Run 1, routing congestion:
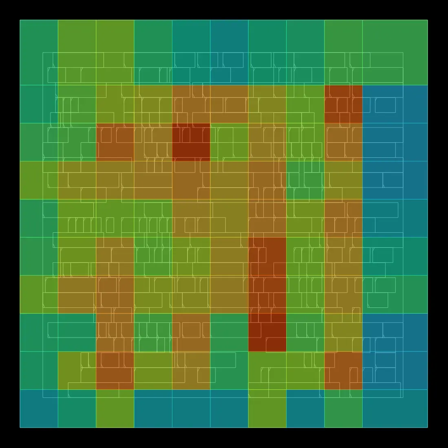
Run 1, a small window of the routed layout:
Region (43, 43) to (68, 68) um. Cells in grey, sequential cells in the stronger grey; small squares are vias.
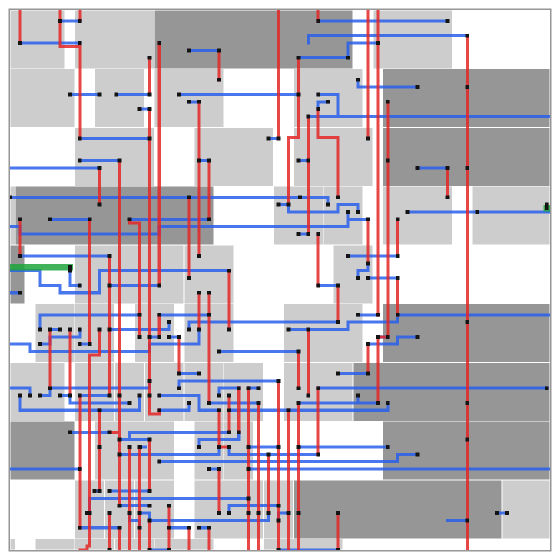
Run 1, sequential cells grouped by signal name:
(6 px per um) Other sequential cells in the stronger grey, the rest of the logic in the fainter grey.
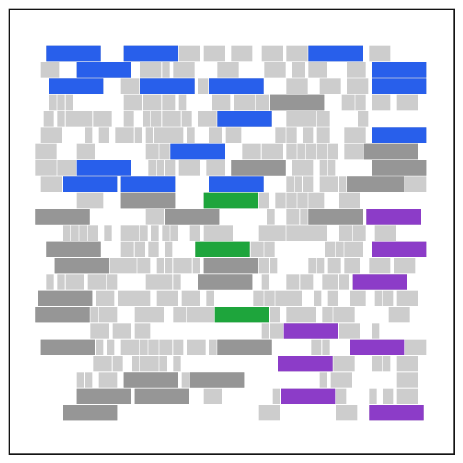
--- src/rtl/fifo_uart_drain.sv ---
// Drains captured bytes from the sniffer FIFO and sends each one as an 8N1 UART frame.
// The FIFO read strobe is issued from IDLE, and the returned byte is latched one cycle later.
module fifo_uart_drain #(
  parameter int BAUD_DIV = 104,
  parameter int CNT_W    = 16
) (
  input  logic             clk,
  input  logic             rst,
  input  logic             enable,
  input  logic             fifo_empty,
  output logic             fifo_rd_en,
  input  logic [7:0]       fifo_data,
  output logic             tx,
  output logic             busy,
  output logic [CNT_W-1:0] byte_cnt
);

  typedef enum logic [2:0] {IDLE, LATCH, START, DATA, STOP} state_t;

  localparam logic [15:0] BAUD_LAST = 16'(BAUD_DIV - 1);

  state_t           state_q, state_d;
  logic [15:0]      baud_q, baud_d;
  logic [2:0]       bit_q, bit_d;
  logic [7:0]       shift_q, shift_d;
  logic             rd_en_q, rd_en_d;
  logic             busy_q, busy_d;
  logic             tx_q, tx_d;
  logic [CNT_W-1:0] cnt_q, cnt_d;
  logic             go, term;

  assign go   = enable & ~fifo_empty;
  assign term = (baud_q == BAUD_LAST);

  always_comb begin
    state_d = state_q;
    baud_d  = baud_q + 16'd1;
    bit_d   = bit_q;
    shift_d = shift_q;
    rd_en_d = 1'b0;
    busy_d  = busy_q;
    cnt_d   = cnt_q;
    case (state_q)
      IDLE: begin
        baud_d = '0;
        // The strobe cycle itself is spent in IDLE; LATCH follows once it has been issued.
        if (rd_en_q) begin
          state_d = LATCH;
        end else if (go) begin
          rd_en_d = 1'b1;
          busy_d  = 1'b1;
        end
      end
      LATCH: begin
        baud_d  = '0;
        shift_d = fifo_data;
        state_d = START;
      end
      START: begin
        if (term) begin
          baud_d  = '0;
          bit_d   = '0;
          state_d = DATA;
        end
      end
      DATA: begin
        if (term) begin
          baud_d = '0;
          if (bit_q == 3'd7) begin
            state_d = STOP;
          end else begin
            bit_d   = bit_q + 3'd1;
            shift_d = {1'b0, shift_q[7:1]};
          end
        end
      end
      STOP: begin
        if (term) begin
          baud_d  = '0;
          state_d = IDLE;
          cnt_d   = cnt_q + 1'b1;
          busy_d  = 1'b0;
          // Evaluating the first IDLE decision here keeps back-to-back frames 10*BAUD_DIV+2 apart.
          if (go) begin
            rd_en_d = 1'b1;
            busy_d  = 1'b1;
          end
        end
      end
      default: begin
        state_d = IDLE;
        baud_d  = '0;
      end
    endcase

    case (state_d)
      START:   tx_d = 1'b0;
      DATA:    tx_d = shift_d[0];
      default: tx_d = 1'b1;
    endcase
  end

  always_ff @(posedge clk or posedge rst) begin
    if (rst) begin
      state_q <= IDLE;
      baud_q  <= '0;
      bit_q   <= '0;
      shift_q <= '0;
      rd_en_q <= 1'b0;
      busy_q  <= 1'b0;
      tx_q    <= 1'b1;
      cnt_q   <= '0;
    end else begin
      state_q <= state_d;
      baud_q  <= baud_d;
      bit_q   <= bit_d;
      shift_q <= shift_d;
      rd_en_q <= rd_en_d;
      busy_q  <= busy_d;
      tx_q    <= tx_d;
      cnt_q   <= cnt_d;
    end
  end

  assign fifo_rd_en = rd_en_q;
  assign busy       = busy_q;
  assign tx         = tx_q;
  assign byte_cnt   = cnt_q;

endmodule

--- config.mk ---
export PLATFORM = sky130hd
export DESIGN_NAME = fifo_uart_drain
export DESIGN_NICKNAME = d
export VERILOG_FILES = /design/src/rtl/fifo_uart_drain.sv
export SDC_FILE = /design/constraint.sdc
export NUM_CORES = 1
export LEC_CHECK = 0
export CAP_MARGIN = 20
export CORE_MARGIN = 4
export CORE_UTILIZATION = 55
export DETAILED_ROUTE_END_ITERATION = 16
export PLACE_DENSITY = 0.77
export SETUP_SLACK_MARGIN = 0.05
export SYNTH_ARGS = -nofsm -noshare
export SYNTH_HDL_FRONTEND = slang
export SYNTH_SLANG_ARGS = --single-unit
export TNS_END_PERCENT = 30
--- constraint.sdc ---
create_clock -name clk -period 2.78 [get_ports clk]
set_input_delay 0.417 -clock clk [delete_from_list [all_inputs] [get_ports clk]]
set_output_delay 0.417 -clock clk [all_outputs]
set_load 0.05 [all_outputs]
==> out/qor.yml, run 1 <==
clock_tree:
  clkTransAtPathRegs_ns: 0.09
  htree_num_levels: 2
  hold_buffers: 0
  cts_buffer_depth: 2
  clock_sinks: 49
  clock_latency_ns: 0.30
  postCtsResizedCells: 0
  cts_tree: "yes"
synthesis:
  syn_area_per_cell_um2: 10.1
  synthTopCellsByCount: "dfrtp_1 (48), nor2_1 (33), nand3_1 (25), nand2_1 (23), xnor2_1 (16)"
  ys_warn_count: 0
  synth.area.top_cells: "dfrtp_1 (50%), xnor2_1 (5.9%), nand3_1 (5.2%)"
  yosys_area_um2: 2390
  yosysCellCount: 237
  yosysUniqueCellTypes: 38
  fp_nets: 253
  ys_async_sr_fraction: 1.00
  ff_type: "dfrtp_1"
  largest_area_cell: "dfrtp_1"
  synth_area_um2: 2390
  edf_count: 0
  yosysMostFrequentCell: "dfrtp_1"
  synthCells: 237
  synth_flops: 49
detailed_routing:
  num_vias: 1748
  antenna_left: 0
  drc: 0
  wl_um: 4440
  first_iter_violations: 62
  dr.pass1.iters: 5
  viasPerCell: 5.45
timing:
  worst_slack_ns: 0.740
  worstMarginPinSlew_ns: 0.984
  fin_crit_sh: 0.734
  hold_viol: 0
  max_freq_mhz: 490
  setup_viol_count_final: 0
  slew_viol_final: 0
  fin_tns_setup_ns: 0
pwr:
  power_frac_clock: 0.239
  power_frac_seq: 0.544
  p_leak_uw: 0.00124
  p_switching_uw: 557
  intPower_uw: 1160
  switching_share: 0.324
worst_setup_path:
  worst-path-max-fanout: 1
  ff2ff_path_depth: 7
  crit_buf_inv: 1
  start_kind: "flip-flop"
  cp.arrival_ns: 1.62
  cp_top_family: "buffers and inverters"
  worstSetupPathType: "reg -> out"
  end_kind: "output pin"
  crit_cells: 1
  required_ns: 2.36
  max_stage_delay_ns: 0.80
  crit_path_top_delay_cell: "clkdlybuf4s50_1"
  crit_chain: "clkdlybuf4s50_1"
grt:
  grt_max_degree: 25
  grt_pass1_wl_um: 7650
  antenna_found_initial: 0
  grt_use_total: 0.180
  grt_pass1_vias: 1676
  globalRouteOverflowTotal: 0
floorplanning:
  fp.dieW_um: 73.9
  chipArea_um2: 5460
  num_io_pins: 31
  std_cell_rows: 23
  core_um2: 4090
placement:
  place_hpwl_um: 3190
  portBuffers: 30
  gpl.final_weighted_congestion: 0.801
final_layout:
  syn_to_final_growth_pct: 18.1
  layout.nets: 286
  diodes: 0
  drive_above_1_share: 0.0812
run:
  warnings: 26
  drv_cap: 0
status:
  outcome: "complete, no violations"
worst_hold_path:
  min-delay-path-class: "in -> async"
-- 'routing congestion' (at the start) --
Layout Utilization: 0.690
GRT met1 Usage: 0.243
busiest grt layer: met2
drt wl/cell: 13.8 um

-- 'a small window of the routed layout' (at the start) --
layer	colour
M1	blue
M2	red
M3	green
most frequent	clkdlybuf4s50_1 (10), dfrtp_1 (7), xnor2_1 (4)
netlist names of flops here include	`byte_cnt` (4), `state_q` (2)
cells with their middle in the window	46
sequential cells in the window	8

-- 'sequential cells grouped by signal name' (at the start) --
signal	colour	sequential cells
`shift_q`	purple	8
`byte_cnt`	blue	16
`bit_q`	green	3
not coloured	22
Storage cell area: 1230 um^2
Seq power: 936 uW
fraction of area in registers: 0.435

==> run 1: cell families after synthesis <==
logic type,after synthesis,share of synthesized area
compound gates,20,0.0534
xor+xnor,29,0.106
fa+ha+maj,4,0.0210
buf+inv,13,0.0262
flops,49,0.514
mux,6,0.0251
simple gates,116,0.254
==> run 1: layer usage <==
layer,wire length [um],vias to the layer above,GRT usage
met1,2090,836,0.243
met4,24,0,0.0543
met5,0,-,0
li1,-,879,-
met3,175,2,0.0438
met2,2140,31,0.289
==> run 1: final cells by class <==
class / count / area (um^2)
clock buffers: 5 / 68.8
clock inverters: 3 / 17.5
fillers: 324 / 1270
inverters: 6 / 22.5
multi-input cells: 175 / 1100
flip-flops and latches: 49 / 1230
well taps: 50 / 62.6
repair buffers: 33 / 323
==> run 1: final timing paths <==
check | from | end | slack (ns)
max in group asynchronous | rst | tx$_DFF_PP1_ | 1.70
min | rst | baud_q[1]$_DFF_PP0_ | 0.45
max | tx$_DFF_PP1_ | tx | 0.74
min reg2reg | byte_cnt[15]$_DFFE_PP0P_ | byte_cnt[15]$_DFFE_PP0P_ | 0.47
max reg2reg | bit_q[0]$_DFFE_PP0P_ | shift_q[3]$_DFFE_PP0P_ | 0.78
min in group clk | byte_cnt[15]$_DFFE_PP0P_ | byte_cnt[15]$_DFFE_PP0P_ | 0.47
==> run 1: power groups by stage <==
stage	Sequential (uW)	Clock (uW)	Combinational (uW)
after CTS	937	421	379
after floorplan	935	0	292
after detailed placement	950	0	376
after global placement	947	0	368
final	936	411	373
after global routing	957	447	423
==> run 1: stage by stage <==
stage	utilization	cell area, um^2	hold WS [ns]	instances	total power, uW
after floorplan	-	2390	0.455	237	1230
after global placement	0.669	2730	0.459	313	1310
after detailed placement	0.669	2730	0.465	313	1330
after CTS	0.690	2820	0.461	321	1740
after global routing	0.690	2820	0.480	321	1830
final	0.690	2820	0.449	321	1720
==> run 1: registers in the layout (all words and copies together) (netlist names) <==
signal      count
baud_q         16
byte_cnt       16
shift_q         8
bit_q           3
state_q         3
busy            1
fifo_rd_en      1
tx              1
==> run 1: placed cells by master, fill, tap and decap left out, types with 2 or more instances in the layout <==
| cell | count |
|---|---|
| nor2_1 | 33 |
| o21ai_0 | 4 |
| inv_1 | 5 |
| clkdlybuf4s50_1 | 30 |
| clkinv_2 | 2 |
| clkbuf_8 | 5 |
| nand4_1 | 9 |
| and3_1 | 4 |
| nand2_1 | 23 |
| xnor2_1 | 16 |
| and2_1 | 2 |
| and4_1 | 3 |
| nor4_2 | 2 |
| a21oi_1 | 8 |
| nor3_1 | 4 |
| nand3_1 | 25 |
| mux2i_1 | 6 |
| buf_4 | 3 |
| dfrtp_1 | 48 |
| ha_1 | 4 |
| xor2_1 | 13 |
| nor2b_1 | 4 |
Run 1, selected gate families:
(4 px per um)
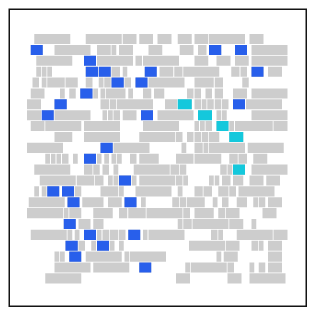

--- run 2 (diff from run 1) ---
clock period = 1.9 ns   (was 2.78 ns; I/O delays follow)
Run 2, selected gate families:
(4 px per um)
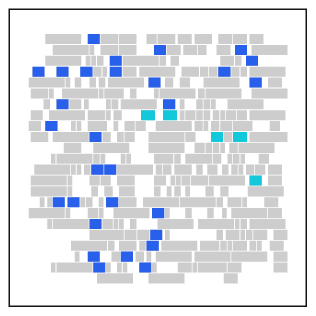
family	colour	cells
xor and xnor cells	blue	29
non-inverting ao/oa cells	cyan	5
Commonest Layout Cell: dfrtp_1
Finished Layout Cells: 332

Run 2, met1 routing:
(4 px per um)
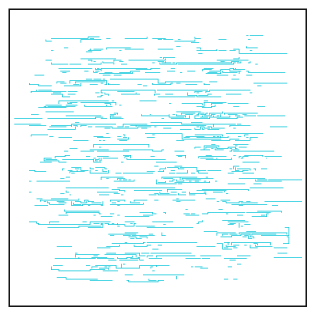
wire length on this layer	2,140 um
main direction	horizontal
GRT met1 Usage: 0.250
final wirelength: 4530 um
via count: 1,820

==> run 2 against run 1 <==
  * Hold slack worse by 0.21 ns
  * Sequential share of layout area fell by 2.0 points
  * Clock skew is 0.00082 ns lower
  * Critical endpoint is now byte_cnt[12]
  * Largest cell class unchanged
==> out/qor.yml, run 2 <==
worst_setup_path:
  crit_chain: "clkdlybuf4s50_1"
  rrSetupSlack_ns: 0.15  # -0.63 ns
  cp_top_family: "buffers and inverters"
  worst-path-max-fanout: 4  # +3
  crit_path_top_delay_cell: "clkdlybuf4s50_1"
  worstSetupPathType: "reg -> out"
  crit_buf_inv: 1  # unchanged
  start_kind: "flip-flop"
  r2r_end: "byte_cnt[15]$_DFFE_PP0P_"
  required_ns: 1.62  # -0.74 ns
  end_kind: "output pin"
  ff2ff_path_depth: 5  # -2
  cp.arrival_ns: 1.52  # -0.10 ns
  max_stage_delay_ns: 0.82  # +0.02 ns
  rr_startpoint: "baud_q[3]$_DFF_PP0_"
timing:
  fin_tns_setup_ns: 0  # unchanged
  hold_viol: 0  # unchanged
  slew_viol_final: 0  # unchanged
  setup_viol_count_final: 0  # unchanged
  fin_crit_sh: 0.948
  worst_slack_ns: 0.0990  # -0.641 ns
  worstMarginPinSlew_ns: 0.511  # -0.473 ns
  max_freq_mhz: 555
grt:
  globalRouteOverflowTotal: 0  # unchanged
  grt_max_degree: 36  # +44%
  grt_use_total: 0.181  # +0.000546
  grt_pass1_vias: 1726  # +3.0%
  grt_pass1_wl_um: 7600  # -0.55%
  antenna_found_initial: 0  # unchanged
synthesis:
  fp_nets: 253  # unchanged
  yosysMostFrequentCell: "dfrtp_1"
  ys_seq_share: 0.514
  ff_type: "dfrtp_1"
  synth_flops: 49  # unchanged
  synthCells: 237  # unchanged
  synth.area.top_cells: "dfrtp_1 (50%), xnor2_1 (5.9%), nand3_1 (5.2%)"
  edf_count: 0  # unchanged
  synth_area_um2: 2390  # unchanged
  largest_area_cell: "dfrtp_1"
  syn_area_per_cell_um2: 10.1  # unchanged
  ys_async_sr_fraction: 1.00  # unchanged
  synthTopCellsByCount: "dfrtp_1 (48), nor2_1 (33), nand3_1 (25), nand2_1 (23), xnor2_1 (16)"
  ys_warn_count: 0  # unchanged
  yosysUniqueCellTypes: 38  # unchanged
  yosys_area_um2: 2390  # unchanged
  yosysCellCount: 237  # unchanged
pwr:
  ir_worst_vdd_uv: 589
  power_frac_clock: 0.233  # -0.006
  p_switching_uw: 862  # +55%
  p_leak_uw: 0.00149  # +20%
  power_frac_seq: 0.506  # -0.038
  intPower_uw: 1780  # +53%
  switching_share: 0.326  # +0.00181
placement:
  place_hpwl_um: 3210  # +0.50%
  portBuffers: 30  # unchanged
  gpl.final_weighted_congestion: 0.760  # -5.2%
floorplanning:
  chipArea_um2: 5460  # unchanged
  fp.dieW_um: 73.9  # unchanged
  num_io_pins: 31  # unchanged
  core_um2: 4090  # unchanged
  std_cell_rows: 23  # unchanged
detailed_routing:
  viasPerCell: 5.48  # +0.67%
  dr.pass1.iters: 4  # -1
  wl_per_cell_um: 13.6  # -1.4%
  antenna_left: 0  # unchanged
  drc: 0  # unchanged
  first_iter_violations: 101  # +63%
final_layout:
  layout_top_cells: "dfrtp_1 (48), nor2_1 (32), nand3_1 (25)"
  syn_to_final_growth_pct: 23.7
  diodes: 0  # unchanged
  layout.nets: 297  # +3.8%
  drive_above_1_share: 0.135  # +0.0536
status:
  outcome: "complete, no violations"
clock_tree:
  hold_buffers: 0  # unchanged
  htree_num_levels: 2  # unchanged
  clock_sinks: 49  # unchanged
  clock_latency_ns: 0.30  # about the same
  cts_buffer_depth: 2  # unchanged
  cts_tree: "yes"
  clkTransAtPathRegs_ns: 0.09  # about the same
worst_hold_path:
  min-delay-path-class: "in -> async"
run:
  drv_cap: 0  # unchanged
  warnings: 28  # +7.7%
Run 2, sequential cells grouped by signal name:
(6 px per um) Other sequential cells in the stronger grey, the rest of the logic in the fainter grey.
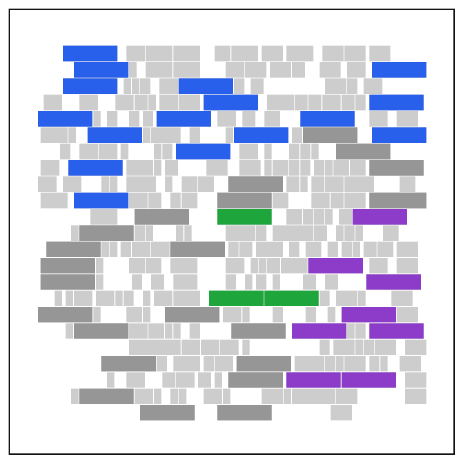
signal	colour	sequential cells
`byte_cnt`	blue	16
`shift_q`	purple	8
`bit_q`	green	3
Seq power: 1340 uW
Layout Utilization: 0.723
fraction of area in registers: 0.416

## run 2: cell counts after synthesis
No cell type changed its count.
## run 2: worst max-delay path by stage
stage / cells past startpoint / start / endpoint
floorplan: 5 / byte_cnt[2]$_DFFE_PP0P_ / byte_cnt[13]$_DFFE_PP0P_
global placement: 5 / baud_q[3]$_DFF_PP0_ / shift_q[3]$_DFFE_PP0P_
detailed placement: 5 / baud_q[4]$_DFF_PP0_ / shift_q[2]$_DFFE_PP0P_
CTS: 1 / byte_cnt[4]$_DFFE_PP0P_ / byte_cnt[4]
global route: 6 / baud_q[0]$_DFF_PP0_ / byte_cnt[15]$_DFFE_PP0P_
finish: 1 / byte_cnt[12]$_DFFE_PP0P_ / byte_cnt[12]
## run 2: what timing repair did
action / 4_1_cts / 5_1_grt
resized: 2 / 14
setup endpoints to repair: 7 / 30
hold endpoints to repair: 0 / 0
## run 2: stage by stage
stage / total power (uW) / cells / hold slack, ns / cell area [um^2]
floorplan: 1800 / 237 / 0.425 / 2390
global placement: 2010 / 324 / 0.461 / 2820
detailed placement: 2030 / 324 / 0.466 / 2820
CTS: 2650 / 332 / 0.246 / 2910
global route: 2820 / 332 / 0.251 / 2950
finish: 2650 / 332 / 0.242 / 2950
## run 2: final cells by class
class / instances / area [um^2]
Clock inverter: 3 / 21.3
Multi-Input combinational cell: 175 / 1120
Timing Repair Buffer: 44 / 433
Sequential cell: 49 / 1230
Clock buffer: 5 / 68.8
Inverter: 6 / 22.5
Fill cell: 307 / 1130
Tap cell: 50 / 62.6
## run 2: power groups by stage
stage / logic, uW / clock network (uW) / registers, uW
floorplan: 427 / 0 / 1370
global placement: 654 / 0 / 1350
detailed placement: 673 / 0 / 1350
CTS: 677 / 637 / 1340
global route: 778 / 684 / 1360
finish: 689 / 617 / 1340
## run 2: layer usage
layer / GRT usage / wire length (um) / vias to the layer above
li1: - / - / 901
met1: 0.250 / 2140 / 875
met2: 0.278 / 2140 / 40
met3: 0.0506 / 208 / 4
met4: 0.0563 / 39 / 0
met5: 0 / 0 / -
## run 2: kinds of logic (layout without fill, tap and decap cells)
kind of cell | count (synthesis) | count (layout) | synth area share
compound gates | 20 | 20 | 0.0534
xor+xnor | 29 | 29 | 0.106
fa+ha+maj | 4 | 4 | 0.0210
buf+inv | 13 | 58 | 0.0262
flops | 49 | 49 | 0.514
mux | 6 | 6 | 0.0251
simple gates | 116 | 116 | 0.254
Run 2, routing congestion:
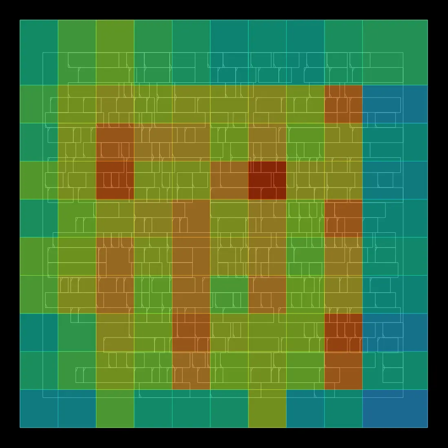

--- run 3 (diff from run 2) ---
MAX_ROUTING_LAYER = met4   (was unset)
Run 3, routing congestion:
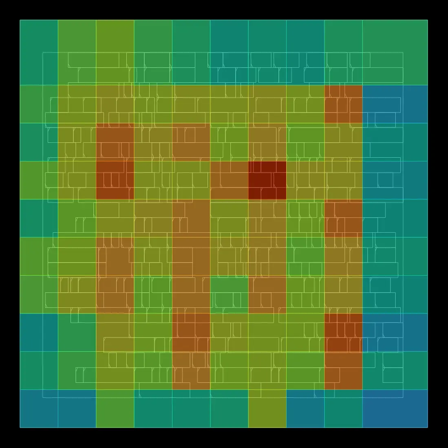
Total GRT Usage: 0.187
drt wl/cell: 13.6 um
M2 GR Usage: 0.278
met3 Use GR: 0.0506

Run 3, selected gate families:
(4 px per um)
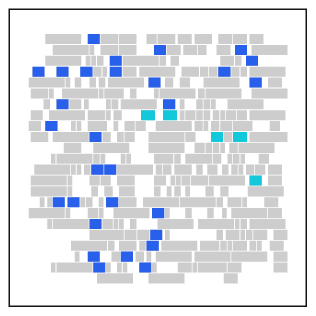
family	colour	cells
non-inverting ao/oa cells	cyan	5
xor and xnor cells	blue	29
Comb area share: 0.379

==> run 3 against run 2 <==
  * Clock skew is essentially flat
  * Fmax is 0.17% lower
  * Via count decreased by 0.82%
  * Sequential share of layout area unchanged
  * Critical path depth stayed put
  * Die area unchanged
  * Register-to-register slack barely moved
  * Non-clock buffer count unchanged
  * Design area is the same
  * Global-route usage is 0.58 points higher
  * Worst setup slack got worse by 0.0031 ns
  * Core utilization unchanged
==> out/qor.yml, run 3 <==
status:
  outcome: "complete, no violations"
synthesis:
  largest_area_cell: "dfrtp_1"
  edf_count: 0  # unchanged
  yosysUniqueCellTypes: 38  # unchanged
  ys_warn_count: 0  # unchanged
  top_logic_kind: "simple AND/OR/NAND/NOR gates"
  compound_area_frac: 0.0534  # unchanged
  synth.area.top_cells: "dfrtp_1 (50%), xnor2_1 (5.9%), nand3_1 (5.2%)"
  yosysCellCount: 237  # unchanged
  ff_type: "dfrtp_1"
  ys_seq_share: 0.514  # unchanged
run:
  warnings: 28  # unchanged
  drv_cap: 0  # unchanged
worst_setup_path:
  end_kind: "output pin"
  ff2ff_path_depth: 5  # unchanged
  max_stage_delay_ns: 0.83  # about the same
  rr_startpoint: "baud_q[3]$_DFF_PP0_"
  cp_top_family: "buffers and inverters"
  critPathCapture: "byte_cnt[12]"
  cp-startpoint: "byte_cnt[12]$_DFFE_PP0P_"
  crit_buf_inv: 1  # unchanged
  rrSetupSlack_ns: 0.15  # about the same
  crit_path_top_delay_cell: "clkdlybuf4s50_1"
floorplanning:
  core_um2: 4090  # unchanged
  std_cell_rows: 23  # unchanged
  chipArea_um2: 5460  # unchanged
grt:
  grt_pass1_wl_um: 7600  # unchanged
  antenna_found_initial: 0  # unchanged
  grt_max_degree: 36  # unchanged
final_layout:
  lay_top_count: "dfrtp_1"
  design_area_um2: 2950  # unchanged
  layout.nets: 297  # unchanged
  logic_area_um2: 1120  # unchanged
  layout_top_cells: "dfrtp_1 (48), nor2_1 (32), nand3_1 (25)"
  drive_above_1_share: 0.135  # unchanged
  fill_cells: 307  # unchanged
  final_core_util: 0.723  # unchanged
  seq_area_um2: 1230  # unchanged
placement:
  portBuffers: 30  # unchanged
  gpl.final_weighted_congestion: 0.770  # +1.3%
  place_area_um2: 2820  # unchanged
detailed_routing:
  dr.pass1.iters: 4  # unchanged
  first_iter_violations: 102  # +0.99%
  num_vias: 1805  # -0.82%
  antenna_left: 0  # unchanged
clock_tree:
  cts_tree: "yes"
  cts_buffer_depth: 2  # unchanged
  clock_sinks: 49  # unchanged
  htree_num_levels: 2  # unchanged
  clock_latency_ns: 0.30  # about the same
timing:
  slew_viol_final: 0  # unchanged
Run 3, a small window of the routed layout:
Region (43, 43) to (68, 68) um. Cells in grey, sequential cells in the stronger grey; small squares are vias.
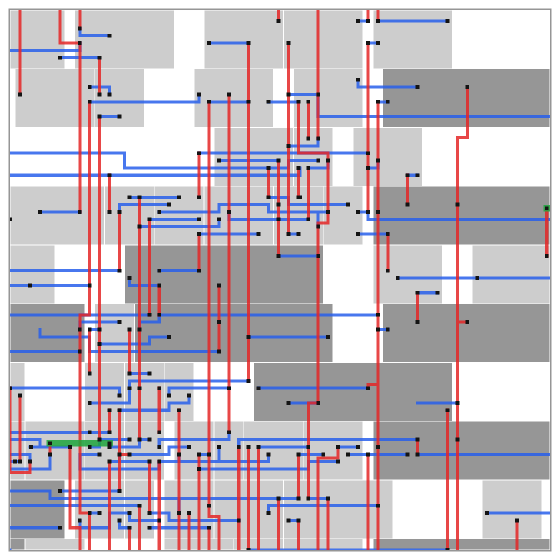
layer	colour
M2	red
M1	blue
M3	green
netlist names of flops here include	`byte_cnt` (4), `state_q` (2)
cells with their middle in the window	47
sequential cells in the window	7
most frequent	dfrtp_1 (7), clkdlybuf4s50_1 (7)

[run 3: power breakdown]
group          switching (uW)  internal (uW)  leakage [uW]  total (uW)
clock                     357            262     0.0000445         618
sequential                134           1210      0.000642        1340
combinational             373            317      0.000803         689
total                     863           1780       0.00149        2650
[run 3: how the worst min path moves through the flow]
stage                                         from                  endpoint  slack, ns
final                                          rst    shift_q[3]$_DFFE_PP0P_       0.24
after global routing                           rst    shift_q[3]$_DFFE_PP0P_       0.25
after CTS                                      rst    shift_q[3]$_DFFE_PP0P_       0.25
after detailed placement  byte_cnt[15]$_DFFE_PP0P_  byte_cnt[15]$_DFFE_PP0P_       0.47
after global placement    byte_cnt[15]$_DFFE_PP0P_  byte_cnt[15]$_DFFE_PP0P_       0.46
after floorplan                       fifo_data[7]    shift_q[7]$_DFFE_PP0P_       0.42
[run 3: what timing repair did]
action | CTS | global route
gates resized | 2 | 14
pin swaps | 0 | 0
hold buffers | 0 | 0
cloned | 0 | 0
endpoints found under the hold margin | 0 | 0
setup endpoints to repair | 7 | 30
[run 3: layer usage]
layer,global-route usage,share of wire,up-vias
li1,-,-,901
met1,0.250,0.48,866
met2,0.278,0.47,32
met3,0.0506,0.037,6
met4,0.0563,0.011,0
met5,-,0,-
[run 3: kinds of logic (layout without fill, tap and decap cells)]
family,after synthesis,count (layout)
AOI/OAI and AO/OA,20,20
xor gates and xnor gates,29,29
adders and majority gates,4,4
buffers and inverters,13,58
DFF,49,49
muxes,6,6
and+or+nand+nor,116,116
[run 3: layout make-up]
cell class / count / area share
Inverter: 6 / 0.00762
Multi-Input combinational cell: 175 / 0.379
Sequential cell: 49 / 0.416
Timing Repair Buffer: 44 / 0.147
Clock inverter: 3 / 0.00720
Clock buffer: 5 / 0.0233
Tap cell: 50 / 0.0212
[run 3: stage by stage]
| stage | hold slack (ns) | setup WS [ns] |
|---|---|---|
| finish | 0.241 | 0.0959 |
| global route | 0.251 | 0.0432 |
| CTS | 0.246 | 0.0318 |
| detailed placement | 0.466 | 0.0719 |
| global placement | 0.461 | 0.125 |
| floorplan | 0.425 | 0.171 |
Power and IR drop assume default switching activity.
